### config.mk
export PLATFORM = sky130hd
export DESIGN_NAME = uart_tx
export DESIGN_NICKNAME = d
export VERILOG_FILES = /design/src/rtl/uart_pkg.sv /design/src/rtl/uart_baud_gen.sv /design/src/rtl/uart_tx.sv
export SDC_FILE = /design/constraint.sdc
export NUM_CORES = 1
export LEC_CHECK = 0
export CAP_MARGIN = 0
export CORE_UTILIZATION = 52
export CTS_BUF_LIST = sky130_fd_sc_hd__clkbuf_4 sky130_fd_sc_hd__clkbuf_8 sky130_fd_sc_hd__clkbuf_16
export CTS_CLUSTER_DIAMETER = 100
export DETAILED_ROUTE_END_ITERATION = 12
export PLACE_DENSITY_LB_ADDON = 0.25
export SYNTH_ARGS = -nofsm -noshare
export SYNTH_HDL_FRONTEND = slang
export SYNTH_HIERARCHICAL = 1
export SYNTH_SLANG_ARGS = --single-unit
### constraint.sdc
create_clock -name clk -period 2.57 [get_ports clk]
set_clock_uncertainty 0.1 [all_clocks]
set_input_delay 0.514 -clock clk [delete_from_list [all_inputs] [get_ports clk]]
set_output_delay 0.514 -clock clk [all_outputs]
set_load 0.01 [all_outputs]
### src/rtl/uart_pkg.sv
`default_nettype none
// ============================================================================
// Module      : uart_pkg
// Description : Shared UART types and constants for the transmit and receive sides.
// Revision    : 1.0 - initial release
// ============================================================================
package uart_pkg;

    typedef enum logic [2:0] {
        IDLE   = 3'd0,
        START  = 3'd1,
        DATA   = 3'd2,
        PARITY = 3'd3,
        STOP   = 3'd4
    } uart_state_t;

    localparam logic UART_IDLE_LVL  = 1'b1;
    localparam logic UART_START_LVL = 1'b0;

    // Serial bit periods in one frame: start + data + optional parity + stop.
    function automatic int frame_bits(input int data_w, input int parity_en);
        return 1 + data_w + ((parity_en != 0) ? 1 : 0) + 1;
    endfunction

endpackage
`default_nettype wire

### src/rtl/uart_baud_gen.sv
`default_nettype none
// ============================================================================
// Module      : uart_baud_gen
// Description : Bit-period counter; tick marks the last clock of each serial bit.
// Revision    : 1.0 - initial release
// ============================================================================
module uart_baud_gen #(
    parameter int CLKS_PER_BIT = 4
) (
    input  logic clk,
    input  logic rst,
    input  logic en,
    output logic tick
);

    localparam int               CNT_W    = (CLKS_PER_BIT > 1) ? $clog2(CLKS_PER_BIT) : 1;
    localparam logic [CNT_W-1:0] CNT_LAST = CNT_W'(CLKS_PER_BIT - 1);

    logic [CNT_W-1:0] cnt_q;
    logic [CNT_W-1:0] cnt_d;

    always_comb begin
        cnt_d = cnt_q;
        if (!en || (cnt_q == CNT_LAST)) begin
            cnt_d = '0;
        end else begin
            cnt_d = cnt_q + 1'b1;
        end
    end

    always_ff @(posedge clk) begin
        if (rst) begin
            cnt_q <= '0;
        end else begin
            cnt_q <= cnt_d;
        end
    end

    assign tick = en && (cnt_q == CNT_LAST);

endmodule
`default_nettype wire

### src/rtl/uart_tx.sv
`default_nettype none
// ============================================================================
// Module      : uart_tx
// Description : UART transmitter, valid/ready byte input, LSB-first serial out.
// Revision    : 1.0 - initial release
// ============================================================================
module uart_tx
    import uart_pkg::*;
#(
    parameter int CLKS_PER_BIT = 4,
    parameter int DATA_W       = 8,
    parameter int PARITY_EN    = 0,
    parameter int PARITY_ODD   = 0
) (
    input  logic              clk,
    input  logic              rst,
    input  logic [DATA_W-1:0] tx_data,
    input  logic              tx_valid,
    output logic              tx_ready,
    output logic              tx,
    output logic              tx_busy,
    output logic              tx_done
);

    localparam int             BIT_W       = $clog2(DATA_W);
    localparam logic [BIT_W-1:0] BIT_LAST  = BIT_W'(DATA_W - 1);
    localparam logic           PAR_ODD_BIT = (PARITY_ODD != 0);

    uart_state_t       state_q,  state_d;
    logic [DATA_W-1:0] shift_q,  shift_d;
    logic [BIT_W-1:0]  bit_q,    bit_d;
    logic              par_q,    par_d;
    logic              tx_q,     tx_d;
    logic              ready_q,  ready_d;
    logic              busy_q,   busy_d;
    logic              done_q,   done_d;
    logic              w_tick;

    uart_baud_gen #(
        .CLKS_PER_BIT (CLKS_PER_BIT)
    ) u_baud (
        .clk  (clk),
        .rst  (rst),
        .en   (state_q != IDLE),
        .tick (w_tick)
    );

    always_comb begin
        state_d = state_q;
        shift_d = shift_q;
        bit_d   = bit_q;
        par_d   = par_q;
        tx_d    = tx_q;
        ready_d = ready_q;
        busy_d  = busy_q;
        done_d  = 1'b0;

        case (state_q)
            IDLE: begin
                if (tx_valid && ready_q) begin
                    shift_d = tx_data;
                    // Parity is frozen with the data so later input changes cannot alter it.
                    par_d   = (^tx_data) ^ PAR_ODD_BIT;
                    tx_d    = UART_START_LVL;
                    ready_d = 1'b0;
                    busy_d  = 1'b1;
                    state_d = START;
                end
            end
            START: begin
                if (w_tick) begin
                    tx_d    = shift_q[0];
                    shift_d = shift_q >> 1;
                    bit_d   = '0;
                    state_d = DATA;
                end
            end
            DATA: begin
                if (w_tick) begin
                    if (bit_q == BIT_LAST) begin
                        bit_d = '0;
                        if (PARITY_EN != 0) begin
                            tx_d    = par_q;
                            state_d = PARITY;
                        end else begin
                            tx_d    = UART_IDLE_LVL;
                            state_d = STOP;
                        end
                    end else begin
                        bit_d   = bit_q + 1'b1;
                        tx_d    = shift_q[0];
                        shift_d = shift_q >> 1;
                    end
                end
            end
            PARITY: begin
                if (w_tick) begin
                    tx_d    = UART_IDLE_LVL;
                    state_d = STOP;
                end
            end
            STOP: begin
                if (w_tick) begin
                    tx_d    = UART_IDLE_LVL;
                    ready_d = 1'b1;
                    busy_d  = 1'b0;
                    done_d  = 1'b1;
                    state_d = IDLE;
                end
            end
            default: begin
                tx_d    = UART_IDLE_LVL;
                ready_d = 1'b1;
                busy_d  = 1'b0;
                state_d = IDLE;
            end
        endcase
    end

    always_ff @(posedge clk) begin
        if (rst) begin
            state_q <= IDLE;
            shift_q <= '0;
            bit_q   <= '0;
            par_q   <= 1'b0;
            tx_q    <= UART_IDLE_LVL;
            ready_q <= 1'b1;
            busy_q  <= 1'b0;
            done_q  <= 1'b0;
        end else begin
            state_q <= state_d;
            shift_q <= shift_d;
            bit_q   <= bit_d;
            par_q   <= par_d;
            tx_q    <= tx_d;
            ready_q <= ready_d;
            busy_q  <= busy_d;
            done_q  <= done_d;
        end
    end

    assign tx       = tx_q;
    assign tx_ready = ready_q;
    assign tx_busy  = busy_q;
    assign tx_done  = done_q;

endmodule
`default_nettype wire

**Metal layers overlaid**

The bar under the picture is 10 um long.
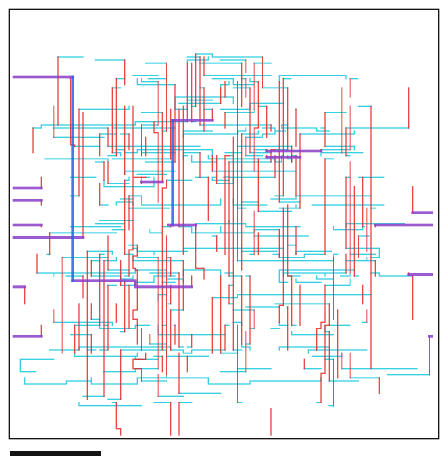
Key: red = met2 [wire length 942 um]; cyan = met1 [wire length 895 um]; purple = met3 [wire length 71.1 um]; blue = met4 [wire length 34.0 um]
Routed WL: 1.94 mm
routed len/inst: 13.0 um

**Sequential cells grouped by signal name**

Other sequential cells in the stronger gray, the rest of the logic in the fainter gray.
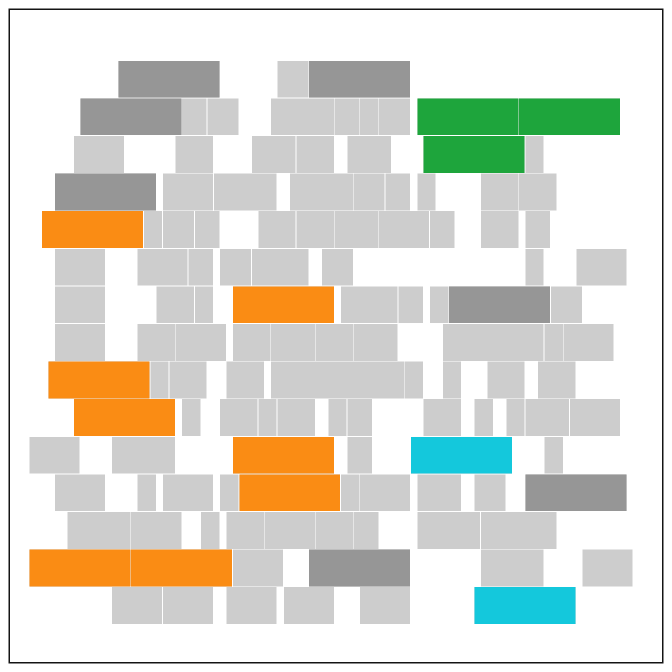
Key: cyan = `u_baud/cnt_q` [placed flops 2]; orange = `shift_q` [placed flops 8]; green = `state_q` [placed flops 3]
Another 7 sequential cells are not colored.

==> results.txt <==
yosys + openroad results -> Stages on worst setup path 7, final hold violations 0, ao+oa area frac between 10% and 20%, Residual DRC 0, pre-CTS setup slack between 0.2 and 0.3 ns, met1 Use GR 25.9%, layout cell share with drive strength beyond 1 around 15%, vias in the first global route 780, FP Rows 15, core area around 1800 sq um, Synth cell types approximately 40, flip-flops with a built-in enable 0, DPL Wire Length roughly 1.4 mm, clk buf depth 2, biggest registers after layout shift_q x8, bit_q x3, state_q x3, GRT overflow 0, max cap viols 0, met3 GRT Util 3.85%, IR drop worst, VDD about 0.36 mV, Final Cell Area around 1200 sq um, TNS Setup 0 ns, main flop type dfxtp_1, die area around 2200 sq um, Synth Area in Simple Gates between 20% and 30%, Clk Latency, worst-skew pair around 0.30 ns, Area leader share 37.7%, hold depth 1, Worst setup SP type register, GRT Total Usage approximately a fifth, max-slew violation count 0, Seq share, synth ~38%, main kind of combinational logic by area simple AND/OR/NAND/NOR gates, status completed, WP data required 2.68 ns, gpl congestion 0.764, diode count 0, largest cells by area after synthesis dfxtp_1 38%, mux2i_1 8.5%, nor2_1 5.0%, ha_1 4.7%, a211oi_1 3.5%, DRT iter0 DRCs 11, Final Critical Period around 2.2 ns
**Clock network drawn from the DEF**

The bar under the picture is 10 um long.
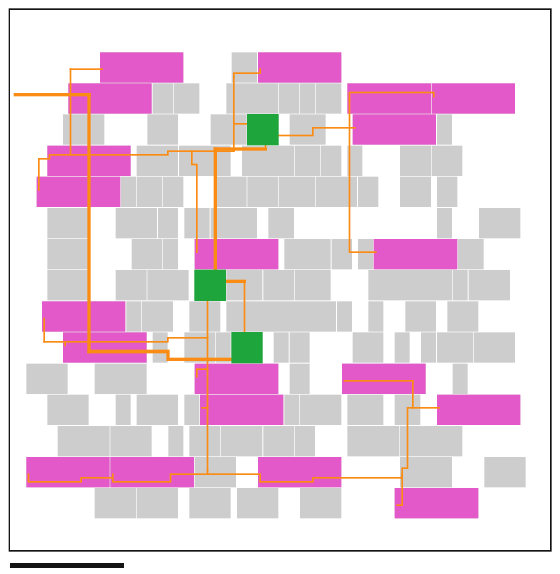
Key: orange = clock wires [length 248 um]; magenta = flip-flops [count 20]; green = cells driving clock nets [count 3]
There are 4 routed clock nets. Position of the flops: spread over the die.

**Ports around the boundary**

Pins as bars across the die edge, other pins in gray.
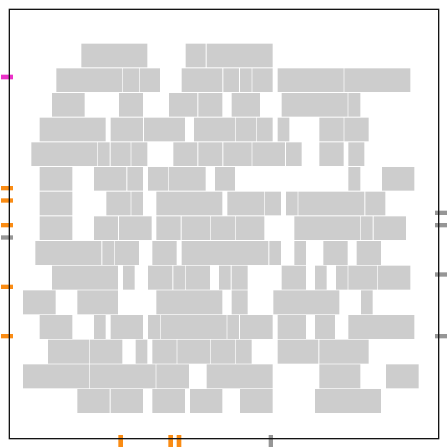
Key: magenta = `clk` [pins 1, direction input, edge left]; orange = `tx_data` [pins 8, direction input, edge 5 left, 3 bottom]
Port Buffer Count: 14
Die Wd: 47.2 um
die span in y: 47.2 um

final timing paths:
| path | start | slack, ns | to |
|---|---|---|---|
| setup / recovery | u_baud/cnt_q[0] | 0.36 | shift_q[2] |
| hold / removal | u_baud/cnt_q[0] | 0.35 | u_baud/cnt_q[0] |
| setup reg to reg | u_baud/cnt_q[0] | 0.36 | shift_q[2] |
| hold reg to reg | u_baud/cnt_q[0] | 0.35 | u_baud/cnt_q[0] |
cell usage in the layout (no fill, tap or decap), drive strengths merged:
cell / netlist / routed
o31a: 1 / 1
clkbuf: 1 / 3
xnor2: 1 / 1
a22oi: 1 / 1
nor2b: 3 / 3
inv: 4 / 4
a21o: 1 / 1
mux2i: 9 / 9
buf: 6 / 5
o211ai: 1 / 1
o21ai: 3 / 3
a31oi: 1 / 1
or2: 1 / 1
a2bb2oi: 3 / 3
ha: 4 / 4
dfxtp: 20 / 20
nand2b: 3 / 3
nor2: 15 / 15
mux2: 1 / 1
nand3b: 2 / 2
a221oi: 1 / 1
nor3b: 2 / 2
and4bb: 1 / 1
nand3: 1 / 1
nand2: 3 / 3
a211oi: 7 / 7
nor4b: 2 / 2
o32a: 1 / 1
nor3: 4 / 4
a21oi: 4 / 4
clkdlybuf4s50: 0 / 14
o31ai: 1 / 1
and2: 1 / 1
area by class of cell:
cell class              count  area [sq um]
fillers                   154           576
clock buffers               3          22.5
well taps                  25          31.3
flip-flops and latches     20           400
repair buffers             19           178
multi-input cells          78           598
inverters                   4          15.0
routing by layer:
| metal | part of all wire (%) | routed length [um] |
|---|---|---|
| met1 | 46 | 894 |
| met2 | 48 | 941 |
| met3 | 3.7 | 71 |
| met4 | 1.8 | 34 |
| met5 | 0 | 0 |
No activity file was given, so power comes from the tool's default toggle rates.
